==> images/m3.png <==
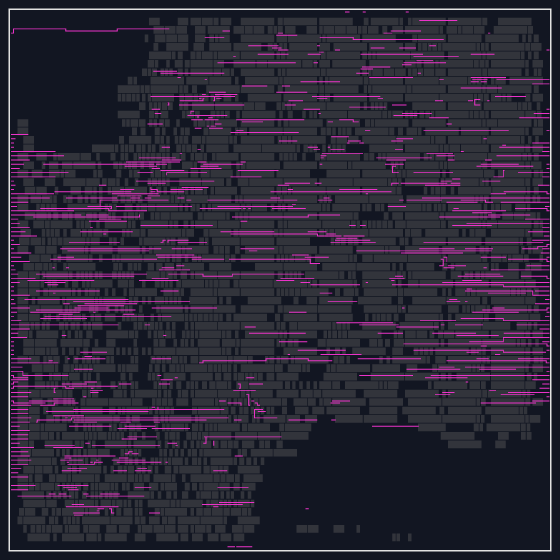
==> images/congestion_map.png <==
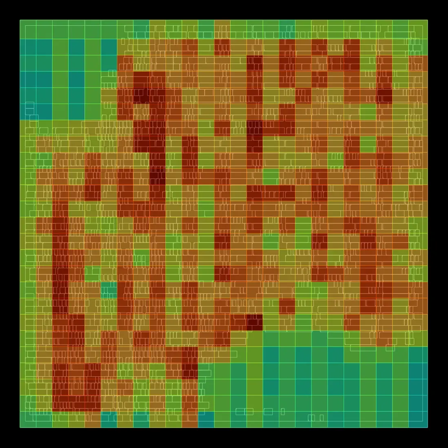
==> images/gates.png <==
The bar under the picture is 50 microns long.
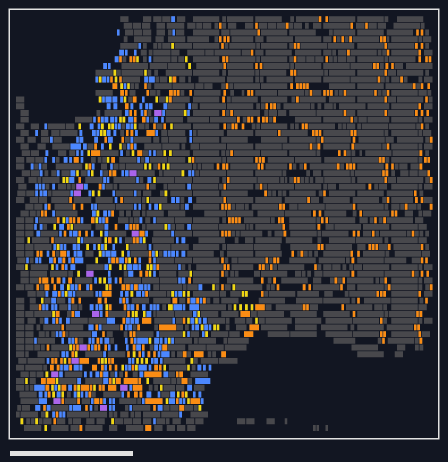
==> images/clock_wires.png <==
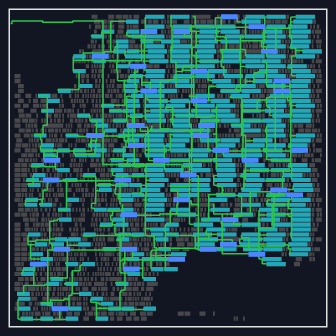
### src/rtl/if_fetch_unit_pkg.sv
`default_nettype none
// ============================================================================
// Module   : rv32i_types (package)
// Purpose  : Shared types and constants for the rv32i instruction-fetch path.
// Revision : 1.0 - initial release
// ============================================================================
package rv32i_types;

    localparam logic [31:0] RESET_PC_DEFAULT = 32'h1eceb000;

    typedef struct packed {
        logic [31:0] pc;
        logic [31:0] inst;
    } fetch_entry_t;

    typedef enum logic [1:0] {
        IDLE    = 2'd0,
        WAIT    = 2'd1,
        DISCARD = 2'd2
    } fetch_state_t;

endpackage
`default_nettype wire

### src/rtl/if_fetch_unit_fetch_queue.sv
`default_nettype none
// ============================================================================
// Module   : fetch_queue
// Purpose  : Power-of-two FIFO of fetched {pc, inst} entries with flush.
// Revision : 1.0 - initial release
// ============================================================================
module fetch_queue
    import rv32i_types::*;
#(
    parameter int FQ_DEPTH = 4
) (
    input  logic                       clk,
    input  logic                       rst,
    input  logic                       flush,
    input  logic                       enq,
    input  fetch_entry_t               enq_data,
    input  logic                       deq,
    output fetch_entry_t               head,
    output logic                       empty,
    output logic                       full,
    output logic [$clog2(FQ_DEPTH):0]  count
);

    localparam int AW = $clog2(FQ_DEPTH);
    localparam int CW = AW + 1;
    localparam logic [CW-1:0] DEPTH_CNT = CW'(FQ_DEPTH);

    fetch_entry_t  mem_q [FQ_DEPTH];
    logic [AW-1:0] wr_ptr_q;
    logic [AW-1:0] rd_ptr_q;
    logic [CW-1:0] count_q;
    logic          do_enq;
    logic          do_deq;

    assign empty  = (count_q == '0);
    assign full   = (count_q == DEPTH_CNT);
    assign count  = count_q;
    assign head   = mem_q[rd_ptr_q];
    assign do_deq = deq && !empty;
    // A pop in the same cycle frees the slot, so a full queue may still accept.
    assign do_enq = enq && (!full || do_deq);

    always_ff @(posedge clk) begin
        if (do_enq && !flush) begin
            mem_q[wr_ptr_q] <= enq_data;
        end
    end

    always_ff @(posedge clk) begin
        if (rst || flush) begin
            wr_ptr_q <= '0;
            rd_ptr_q <= '0;
            count_q  <= '0;
        end else begin
            if (do_enq) begin
                wr_ptr_q <= wr_ptr_q + AW'(1);
            end
            if (do_deq) begin
                rd_ptr_q <= rd_ptr_q + AW'(1);
            end
            case ({do_enq, do_deq})
                2'b10:   count_q <= count_q + CW'(1);
                2'b01:   count_q <= count_q - CW'(1);
                default: count_q <= count_q;
            endcase
        end
    end

endmodule
`default_nettype wire

### src/rtl/if_fetch_unit.sv
`default_nettype none
// ============================================================================
// Module   : if_fetch_unit
// Purpose  : rv32i fetch front end: PC sequencing, one-outstanding imem
//            requests, fetch queue, redirect flush and program ordering.
// Revision : 1.0 - initial release
// ============================================================================
module if_fetch_unit
    import rv32i_types::*;
#(
    parameter logic [31:0] RESET_PC = RESET_PC_DEFAULT,
    parameter int          FQ_DEPTH = 4,
    parameter int          ORDER_W  = 64
) (
    input  logic               clk,
    input  logic               rst,
    output logic [31:0]        imem_addr,
    output logic [3:0]         imem_rmask,
    input  logic [31:0]        imem_rdata,
    input  logic               imem_resp,
    input  logic               redirect_valid,
    input  logic [31:0]        redirect_pc,
    output logic               out_valid,
    input  logic               out_ready,
    output logic [31:0]        out_pc,
    output logic [31:0]        out_inst,
    output logic [ORDER_W-1:0] out_order
);

    localparam int CW = $clog2(FQ_DEPTH) + 1;
    localparam logic [CW-1:0] DEPTH_CNT = CW'(FQ_DEPTH);

    fetch_state_t       state_q;
    logic [31:0]        pc_q;
    logic [31:0]        req_pc_q;
    logic [ORDER_W-1:0] order_q;

    fetch_entry_t       q_head;
    fetch_entry_t       q_enq_data;
    logic               q_empty;
    logic               q_full;
    logic [CW-1:0]      q_count;
    logic               issue;
    logic               enq;
    logic               deq;

    // Credit: with at most one request in flight, count < depth guarantees room.
    assign issue      = !rst && (state_q == IDLE) && !redirect_valid && (q_count < DEPTH_CNT);
    assign imem_addr  = pc_q;
    assign imem_rmask = issue ? 4'hF : 4'h0;

    assign enq        = (state_q == WAIT) && imem_resp && !redirect_valid;
    assign q_enq_data = '{pc: req_pc_q, inst: imem_rdata};

    assign out_valid  = !q_empty && !redirect_valid;
    assign deq        = out_valid && out_ready;
    assign out_pc     = q_empty ? 32'h0 : q_head.pc;
    assign out_inst   = q_empty ? 32'h0 : q_head.inst;
    assign out_order  = order_q;

    fetch_queue #(
        .FQ_DEPTH (FQ_DEPTH)
    ) u_fetch_queue (
        .clk      (clk),
        .rst      (rst),
        .flush    (redirect_valid),
        .enq      (enq),
        .enq_data (q_enq_data),
        .deq      (deq),
        .head     (q_head),
        .empty    (q_empty),
        .full     (q_full),
        .count    (q_count)
    );

    always_ff @(posedge clk) begin
        if (rst) begin
            state_q  <= IDLE;
            pc_q     <= RESET_PC;
            req_pc_q <= RESET_PC;
            order_q  <= '0;
        end else begin
            if (deq) begin
                order_q <= order_q + ORDER_W'(1);
            end
            if (redirect_valid) begin
                pc_q <= redirect_pc & ~32'd3;
                // A response landing in the redirect cycle is simply dropped.
                if (state_q == WAIT) begin
                    state_q <= imem_resp ? IDLE : DISCARD;
                end
            end else begin
                case (state_q)
                    IDLE: begin
                        if (issue) begin
                            req_pc_q <= pc_q;
                            pc_q     <= pc_q + 32'd4;
                            state_q  <= WAIT;
                        end
                    end
                    WAIT, DISCARD: begin
                        if (imem_resp) begin
                            state_q <= IDLE;
                        end
                    end
                    default: state_q <= IDLE;
                endcase
            end
        end
    end

    always_ff @(posedge clk) begin
        if (!rst) begin
            assert (!(enq && q_full));
        end
    end

endmodule
`default_nettype wire

### config.mk
export PLATFORM = sky130hd
export DESIGN_NAME = if_fetch_unit
export DESIGN_NICKNAME = d
export VERILOG_FILES = /design/src/rtl/if_fetch_unit_pkg.sv /design/src/rtl/if_fetch_unit_fetch_queue.sv /design/src/rtl/if_fetch_unit.sv
export SDC_FILE = /design/constraint.sdc
export NUM_CORES = 1
export LEC_CHECK = 0
export ABC_AREA = 1
export CORE_MARGIN = 2
export CORE_UTILIZATION = 59
export DETAILED_ROUTE_END_ITERATION = 10
export PLACE_DENSITY = 0.94
export SYNTH_ARGS = -nofsm -noshare
export SYNTH_HDL_FRONTEND = slang
export SYNTH_SLANG_ARGS = --single-unit
### constraint.sdc
create_clock -name clk -period 11.45 [get_ports clk]
set_clock_uncertainty 0.1 [all_clocks]
set_input_delay 2.29 -clock clk [delete_from_list [all_inputs] [get_ports clk]]
set_output_delay 2.29 -clock clk [all_outputs]
set_load 0.005 [all_outputs]
==> out/results.ini <==
[status]
status=finished, final reports clean

[synthesis]
yosysUniqueCellTypes=55
ff_type=edfxtp_1
top_cell_area_share_pct=43.8
yosys-stat-area_sq_mm=0.0170
yosys-top-cells-count=nor2_1 (414), nand2_1 (249), edfxtp_1 (248)
synth-edff-count=248
most_common_cell=nor2_1
netlist_area_sq_mm=0.0170
topCellsByArea=edfxtp_1 (44%), dfxtp_1 (16%), nor2_1 (9.1%)
async_flop_share_pct=0
yosysSeqAreaShare_pct=59.7

[setup_path]
path_max_fanout=61
worstSetupPathType=in2out
crit_required_ns=9.06

[clock_tree]
cts_tree=done
cts.sinks=383
hold_buffers=0
cts_resized=0
cts.clk_slew.worst_paths_ns=0.06
cts_buffers=39
cts_root_buf=clkbuf_16

[detailed_routing]
vias_per_cell=5.99
route.detailed.drc=0
detail-route-antenna-nets=0
drtIter0Drc=1934

[power]
p_leak_nw=7.48
p_int_w=0.00239
p_seq_share_pct=49.7
irDropWorstVdd_mv=0.105
powerDensity_mw_per_mm2=147
combPwrFrac_pct=5.6
power_w=0.00307
swShare_pct=22.3

[job]
drv_cap=0

[floorplanning]
design.core.area_sq_mm=0.0285
row_count=62
chip_area_sq_mm=0.0302
fp_util_pct=59.5
die_width_microns=174
io_pins=234

[sta]
report.final.slew_viol_count=0
tns_ns=0
grt_setup_unrepaired=false
fmax_mhz=138
hold_viol=0
finalCriticalPeriod_ns=7.25

[global_route]
overflow=0
grt_max_degree=99
antenna_found_initial=0

[finish]
syn_to_final_growth_pct=22.9
final_nets=2135
fillerInstances=1754
seq_area_sq_mm=0.0102

[placement]
finalWeightedCongestion=0.931
post-dp-hpwl_mm=29.0

[hold_path]
hold_path_depth=2

## Picture notes: m3.png
share of all routed wire: 10%
wire length on this layer: 5110 microns
DR vias: 14800
final WL: 48.8 mm
M3 GR Usage: 5.35%

## Picture notes: congestion_map.png
Util after Layout: 73.2%
met1 usage: 41.6%
Most Crowded Layer GR: met2
routed len/inst: 19.7 microns
met2 Usage GRT: 52.9%

## Picture notes: gates.png
| color | family | cells | most used |
|---|---|---|---|
| blue | nand cells | 384 | nand2_1 |
| orange | nor cells | 471 | nor2_1 |
| yellow | inv cells | 154 | inv_1 |
| purple | xor and xnor cells | 13 | xor2_1 |
Top cell excl fill/tap: nor2_1
Comb/total area: 28.4%
fin cells: 2470

## Picture notes: clock_wires.png
[cyan] flip-flops | count: 383
[blue] clock-net drivers | count: 39
[green] clock wires | length: 4320 microns
routed clock nets: 40
P_clk: 0.00137 W
later-pin clock latency in the skew report: 0.55 ns
Clock power frac: 44.7%

-- cell families (layout without fill, tap and decap cells) --
group | after synthesis | count (layout) | synth area share [%]
xor+xnor | 13 | 13 | 0.670
buf+inv | 238 | 464 | 5.60
simple gates | 862 | 862 | 22.2
compound gates | 351 | 351 | 11.1
fa+ha+maj | 9 | 9 | 0.707
flops | 383 | 383 | 59.7
other cells | 1 | 4 | 0.0221
-- final timing paths --
check,from,end
worst max-delay path,redirect_valid,imem_rmask[2]
worst min-delay path,state_q[1]$_SDFFE_PP0P_,state_q[1]$_SDFFE_PP0P_
worst max register to register,state_q[0]$_SDFFE_PP0P_,imem_addr[11]$_SDFFE_PP0P_
worst min register to register,state_q[1]$_SDFFE_PP0P_,state_q[1]$_SDFFE_PP0P_
-- final cells by class --
type / count / area share [%]
inverters: 154 / 2.78
multi-input cells: 1239 / 28.4
flip-flops and latches: 383 / 48.6
clock inverters: 20 / 1.58
clock buffers: 50 / 5.01
repair buffers: 240 / 11.3
well taps: 384 / 2.30
-- per-stage QoR --
| stage | area (sq um) | utilization, % | hold WS, ns | setup WS [ns] |
|---|---|---|---|---|
| floorplan | 17000 | - | 0.341 | 5.39 |
| global placement | 19500 | 68.3 | 0.353 | 4.29 |
| detailed placement | 19500 | 68.3 | 0.362 | 4.27 |
| CTS | 20900 | 73.2 | 0.370 | 4.26 |
| global route | 20900 | 73.2 | 0.430 | 4.04 |
| finish | 20900 | 73.2 | 0.371 | 4.20 |
-- layout by cell type (no fill, tap or decap), drive strengths merged, types with 7 or more instances in the layout --
master,instances
nor2,437
nand2,256
edfxtp,248
clkdlybuf4s50,226
o21ai,180
inv,157
dfxtp,135
a21oi,122
nand3,90
clkbuf,50
nand4,35
nor3,29
buf,14
xor2,12
clkinv,10
a31oi,8
a211oi,8
o21a,8
ha,8
bufinv,7
-- state kept, by name (all words and copies together), names as in the netlist, named ones only --
signal,flops
imem_addr,30
req_pc_q,30
u_fetch_queue.mem_q,248
out_order,64
u_fetch_queue.count,3
u_fetch_queue.rd_ptr_q,2
u_fetch_queue.wr_ptr_q,2
state_q,2
-- layer usage --
layer / share of wire, % / routed length (microns)
met5: 0 / 0
met4: 3.2 / 1550
met3: 10 / 5110
met2: 48 / 23500
met1: 38 / 18600
-- critical path, cell delays in order --
cell and delay, ns:
clkdlybuf4s50_1 0.45, buf_4 0.37, nor2_2 0.12, nand3_2 0.07, buf_4 0.47, inv_2 0.45, clkdlybuf4s50_1 0.56
-- power groups by stage --
stage / clock [W] / combinational (W) / sequential (W)
finish: 0.00137 / 0.000173 / 0.00153
global route: 0.00142 / 0.000185 / 0.00153
CTS: 0.00137 / 0.000170 / 0.00152
detailed placement: 0 / 0.000165 / 0.00155
global placement: 0 / 0.000158 / 0.00155
floorplan: 0 / 0.0000813 / 0.00154
Power is estimated from default activity; no workload was simulated.
